[src/rtl/block_pixel_scanner_if.sv]
// Command/pixel stream bundle for the block pixel scanner.
// master = command/pixel driver side, slave = scanner side.
interface block_pixel_scanner_if #(
  parameter int COLOR_W = 6
);
  logic               cmd_valid;
  logic               cmd_ready;
  logic [11:0]        cmd_addr;
  logic [COLOR_W-1:0] cmd_color;
  logic               abort;
  logic               pix_valid;
  logic               pix_ready;
  logic [9:0]         pix_x;
  logic [9:0]         pix_y;
  logic [COLOR_W-1:0] pix_color;
  logic               pix_last;
  logic               busy;
  logic               err_oob;

  modport master (
    output cmd_valid, cmd_addr, cmd_color, abort, pix_ready,
    input  cmd_ready, pix_valid, pix_x, pix_y, pix_color, pix_last, busy, err_oob
  );

  modport slave (
    input  cmd_valid, cmd_addr, cmd_color, abort, pix_ready,
    output cmd_ready, pix_valid, pix_x, pix_y, pix_color, pix_last, busy, err_oob
  );
endinterface

[src/rtl/block_pixel_scanner.sv]
// Expands a 16x16 block address into its 256 pixel coordinates in raster order.
// Out-of-area blocks are rejected with a one-cycle err_oob pulse.
module block_pixel_scanner #(
  parameter int H_ACTIVE = 640,
  parameter int V_ACTIVE = 480,
  parameter int COLOR_W  = 6
) (
  input logic                  clk,
  input logic                  rst_n,
  block_pixel_scanner_if.slave bus
);
  localparam logic [5:0] XB_LIM = 6'(H_ACTIVE / 16);
  localparam logic [5:0] YB_LIM = 6'(V_ACTIVE / 16);

  typedef enum logic {IDLE, SCAN} state_t;

  state_t             state, state_nxt;
  logic [3:0]         col, row;
  logic [5:0]         xb, yb;
  logic [COLOR_W-1:0] color;
  logic               err_q;

  logic oob, accept, xfer, at_last;

  assign oob     = (bus.cmd_addr[5:0] >= XB_LIM) || (bus.cmd_addr[11:6] >= YB_LIM);
  assign accept  = (state == IDLE) && bus.cmd_valid;
  assign xfer    = (state == SCAN) && bus.pix_ready;
  assign at_last = (col == 4'hF) && (row == 4'hF);

  always_ff @(posedge clk or negedge rst_n) begin
    if (!rst_n) state <= IDLE;
    else        state <= state_nxt;
  end

  // Abort wins over everything in SCAN; a coincident transfer still counts
  // because the beat is already on the bus and accepted downstream.
  always_comb begin
    state_nxt = state;
    case (state)
      IDLE: if (accept && !oob)                  state_nxt = SCAN;
      SCAN: if (bus.abort || (xfer && at_last))  state_nxt = IDLE;
      default:                                   state_nxt = IDLE;
    endcase
  end

  always_ff @(posedge clk or negedge rst_n) begin
    if (!rst_n) begin
      col   <= '0;
      row   <= '0;
      xb    <= '0;
      yb    <= '0;
      color <= '0;
      err_q <= 1'b0;
    end else begin
      err_q <= accept && oob;
      if (accept && !oob) begin
        xb    <= bus.cmd_addr[5:0];
        yb    <= bus.cmd_addr[11:6];
        color <= bus.cmd_color;
        col   <= '0;
        row   <= '0;
      end else if (xfer) begin
        col <= col + 4'd1;
        if (col == 4'hF) row <= row + 4'd1;
      end
    end
  end

  // Coordinates are plain concatenations: block index in the high bits.
  assign bus.cmd_ready = (state == IDLE);
  assign bus.busy      = (state == SCAN);
  assign bus.pix_valid = (state == SCAN);
  assign bus.pix_x     = {xb, col};
  assign bus.pix_y     = {yb, row};
  assign bus.pix_color = color;
  assign bus.pix_last  = (state == SCAN) && at_last;
  assign bus.err_oob   = err_q;
endmodule

[src/flat_wrapper.sv]
// flat-port wrapper written by rule: the top's interface ports become plain ports
module block_pixel_scanner_flat 
#(
  parameter int H_ACTIVE = 640,
  parameter int V_ACTIVE = 480,
  parameter int COLOR_W  = 6
)
  (clk, rst_n, bus_cmd_valid, bus_cmd_addr, bus_cmd_color, bus_abort, bus_pix_ready, bus_cmd_ready, bus_pix_valid, bus_pix_x, bus_pix_y, bus_pix_color, bus_pix_last, bus_busy, bus_err_oob);
  block_pixel_scanner_if #(.COLOR_W(COLOR_W)) bus_i ();
  input logic clk;
  input logic rst_n;
  input wire logic [$bits(bus_i.cmd_valid)-1:0] bus_cmd_valid;
  input wire logic [$bits(bus_i.cmd_addr)-1:0] bus_cmd_addr;
  input wire logic [$bits(bus_i.cmd_color)-1:0] bus_cmd_color;
  input wire logic [$bits(bus_i.abort)-1:0] bus_abort;
  input wire logic [$bits(bus_i.pix_ready)-1:0] bus_pix_ready;
  output wire logic [$bits(bus_i.cmd_ready)-1:0] bus_cmd_ready;
  output wire logic [$bits(bus_i.pix_valid)-1:0] bus_pix_valid;
  output wire logic [$bits(bus_i.pix_x)-1:0] bus_pix_x;
  output wire logic [$bits(bus_i.pix_y)-1:0] bus_pix_y;
  output wire logic [$bits(bus_i.pix_color)-1:0] bus_pix_color;
  output wire logic [$bits(bus_i.pix_last)-1:0] bus_pix_last;
  output wire logic [$bits(bus_i.busy)-1:0] bus_busy;
  output wire logic [$bits(bus_i.err_oob)-1:0] bus_err_oob;
  assign bus_i.cmd_valid = bus_cmd_valid;
  assign bus_i.cmd_addr = bus_cmd_addr;
  assign bus_i.cmd_color = bus_cmd_color;
  assign bus_i.abort = bus_abort;
  assign bus_i.pix_ready = bus_pix_ready;
  assign bus_cmd_ready = bus_i.cmd_ready;
  assign bus_pix_valid = bus_i.pix_valid;
  assign bus_pix_x = bus_i.pix_x;
  assign bus_pix_y = bus_i.pix_y;
  assign bus_pix_color = bus_i.pix_color;
  assign bus_pix_last = bus_i.pix_last;
  assign bus_busy = bus_i.busy;
  assign bus_err_oob = bus_i.err_oob;
  block_pixel_scanner #(.H_ACTIVE(H_ACTIVE), .V_ACTIVE(V_ACTIVE), .COLOR_W(COLOR_W)) u_core (.clk(clk), .rst_n(rst_n), .bus(bus_i));
endmodule
[config.mk]
export PLATFORM = sky130hd
export DESIGN_NAME = block_pixel_scanner_flat
export DESIGN_NICKNAME = d
export VERILOG_FILES = /design/src/rtl/block_pixel_scanner_if.sv /design/src/rtl/block_pixel_scanner.sv /design/src/flat_wrapper.sv
export SDC_FILE = /design/constraint.sdc
export NUM_CORES = 1
export LEC_CHECK = 0
export CAP_MARGIN = 20
export CORE_MARGIN = 1.5
export CORE_UTILIZATION = 60
export DETAILED_ROUTE_END_ITERATION = 7
export DONT_BUFFER_PORTS = 1
export PLACE_DENSITY = 0.86
export SETUP_SLACK_MARGIN = 0.1
export SLEW_MARGIN = 20
export SYNTH_ARGS = -nofsm -noshare
export SYNTH_HDL_FRONTEND = slang
export SYNTH_SLANG_ARGS = --single-unit
[constraint.sdc]
create_clock -name clk -period 2.5 [get_ports clk]
set_clock_uncertainty 0.2 [all_clocks]
set_input_delay 0.5 -clock clk [delete_from_list [all_inputs] [get_ports clk]]
set_output_delay 0.5 -clock clk [all_outputs]
set_load 0.005 [all_outputs]
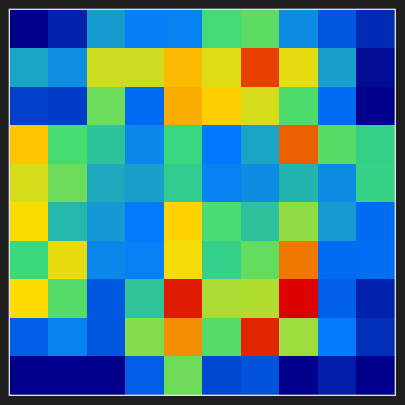
*Routed metal per tile*
Scale: 8 px per um. 10 x 10 tiles, from dark blue (low) to red (high), scaled to the fullest tile. Values are wire area over tile area, all layers added.
39% of the tiles are over half the peak. The mean over all tiles is 0.15. The fullest tile reaches 0.37. 7.0% of the tiles are nearly empty.
Routed WL per cell: 17.71 um
Tot GR Track Use: 0.1980

==> metrics.csv <==
stage;metric;value;unit
critical_path;cp-start-kind;register;
power;pwr-share-seq;0.622;
final_timing;finalHoldViolations;0;
route;vias;750;
critical_path;path_buffers;0;
finish;ff_count;28;
clock_tree;clk_pin_slew;0.14;ns
clock_tree;cts_max_level;1;
logic_synthesis;syn_avg_cell_area;12.96;um^2
critical_path;setup.worst_path.class;reg -> out;
clock_tree;cts-root-buf;clkbuf_4;
power;p_comb;0.168;mW
logic_synthesis;most_common_cell;dfrtp_1;
final_timing;finalSetupViolations;0;
route;first_iter_violations;15;
floorplanning;io_pins;54;
floorplanning;num_rows;16;
logic_synthesis;top_area_cell;dfrtp_1;
power;top_power_group;registers;
finish;sh_comb_area;0.3691;
route;drc_errors;0;
logic_synthesis;top_cell_area_share;0.5749;
run;maxCapViolCount;0;
finish;area_growth;7.084;%
floorplanning;die_area;2310;um^2
final_timing;tns;0;ns
placement;place_hpwl;1.681;mm
floorplanning;die_w;48.07;um
critical_path;worstSetupEndpointType;output port;
power;power_density;775.2;nW/um^2
route;wl;2.214;mm
clock_tree;cts_tree;built;
final_timing;fmax;457.4;MHz
finish;nonClkBufAreaFrac;0.03452;
final_timing;finalClockPeriodUsage;0.8746;
floorplanning;fp_util;0.6276;
critical_path;critPathMaxStageDelay;0.45;ns
final_timing;relSlewSlack;0.5958;
finish;mi_logic_area;481.7;um^2
critical_path;cp.arrival;1.49;ns
logic_synthesis;fp_nets;119;
global_routing;antenna_found_initial;0;
floorplanning;chipHeight;48.07;um
critical_path;cp_cell_sequence;ha_1 > nand4_1 > nor3_1;
finish;nNonClkBuffers;4;
global_routing;grt_pass1_wl;3.063;mm
finish;stdcell_area;1305;um^2
power;clkPwrFrac;0.211;
power;p_clk;0.214;mW
finish;final-seq-area;700.7;um^2
finish;diodes;0;
logic_synthesis;topCellsByArea;dfrtp_1 (57%), mux2_4 (9.9%), mux2_2 (8.3%);
final_timing;worst_slew_pin_slew;0.6063;ns
finish;filler_cell_count;150;
clock_tree;clk_path_buf_depth;2;
placement;port-buffer-count;0;
finish;final_nets;124;
run;log.warning_count;26;
logic_synthesis;synth-edff-count;0;
clock_tree;clock-sinks;28;
critical_path;cpMaxStageDelayCell;dfrtp_1;
placement;dp_slack;0.3957;ns
logic_synthesis;ys_seq_frac;0.5749;
logic_synthesis;ys_top_cells_by_count;dfrtp_1 (28), mux2_2 (9), mux2_4 (8), a21oi_1 (6);
critical_path;worstPathMaxFanout;4;
logic_synthesis;ys_types;26;
logic_synthesis;ys_cells;94;
power;p_seq;0.630;mW
finish;inv_count;2;
run_status;status;complete, no violations;
logic_synthesis;ys_area;1219;um^2
final_timing;hold-worst-slack;0.07909;ns
finish;sh_seq_area;0.5369;
worst_hold_path;hold_path.class;in -> reg;
route;final_antenna_net_count;0;
finish;clock_buffers;4;
finish;finalNonFillerCells;125;
global_routing;grt.overflow.total;0;
power;leakagePower;0.5960;nW
power;pwr-share-comb;0.166;
clock_tree;cts.repair.resized;0;
finish;layout-drive-gt1-share;0.2551;
placement;gp_congestion;0.7568;
floorplanning;core-area;1942;um^2
critical_path;critical_path_required;1.80;ns
final_timing;rsz0062_at_grt;no;
power;p_int;0.7369;mW
power;swShare;0.2716;
logic_synthesis;async_flop_share;1.000;
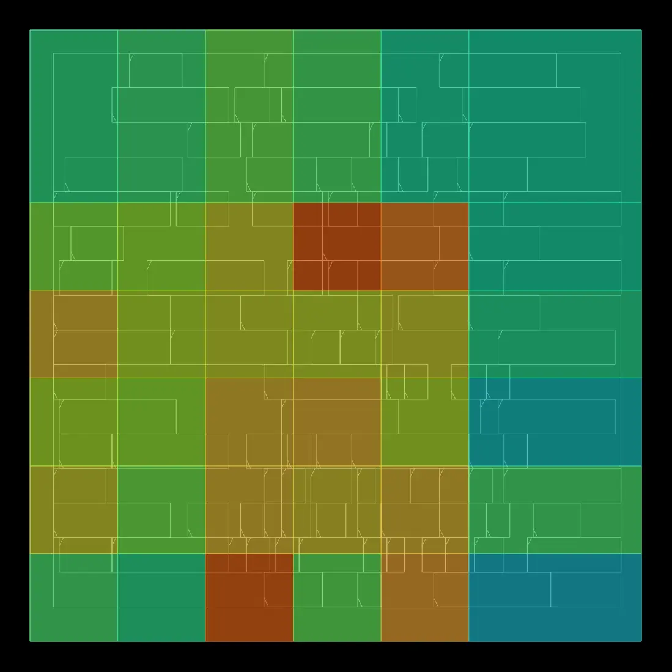
*Congestion heat map*
met1 Use GR: 0.2349
grt peak-use layer: met2
Final Core Density: 0.6720

-- final timing paths --
kind	from	end	slack (ns)	cells past startpoint
max	u_core.col[0]	bus_pix_last	0.31	3
min	bus_abort	u_core.bus.busy	0.08	1
max reg2reg	u_core.bus.busy	u_core.yb[2]	0.56	3
min reg2reg	u_core.yb[5]	u_core.yb[5]	0.35	1
max in group asynchronous	rst_n	u_core.col[0]	1.56	2
min in group asynchronous	rst_n	u_core.row[0]	0.39	2
-- cells in the final DEF, fill, tap and decap left out, drive strengths merged --
cell and n:
a21oi 6, a41o 1, and2 1, and3 1, buf 3, clkbuf 4, dfrtp 28, dlygate4sd3 1
ha 2, inv 2, mux2 17, nand2 4, nand2b 1, nand3 3, nand4 3, nor2 4
nor3 3, o21a 1, o21ai 4, o31ai 2, or3 4, or4 1, xnor2 1, xor2 1
-- timing repair --
action                                 4_1_cts  5_1_grt
hold buffers                                 2        0
endpoints found under the hold margin       28        0
setup buffers                                0        0
-- per-layer routing --
layer	up-vias	track usage	wire (um)	part of all wire
met5	-	0	0	0
met4	0	0.06486	8	0.0036
met3	2	0.06038	163	0.074
met2	27	0.3413	1155	0.52
met1	375	0.2349	886	0.40
li1	346	-	-	-
-- logic make-up (layout without fill, tap and decap cells) --
| logic type | after synthesis | in the layout | synth area share |
|---|---|---|---|
| buffers and inverters | 6 | 10 | 0.02978 |
| AND-OR/OR-AND | 14 | 14 | 0.06776 |
| flip-flops | 28 | 28 | 0.5749 |
| adder cells (fa/ha/maj) | 2 | 2 | 0.02053 |
| AND/OR/NAND/NOR | 25 | 25 | 0.1109 |
| XOR/XNOR | 2 | 2 | 0.01438 |
| multiplexers | 17 | 17 | 0.1817 |
Power is estimated from default activity; no workload was simulated.
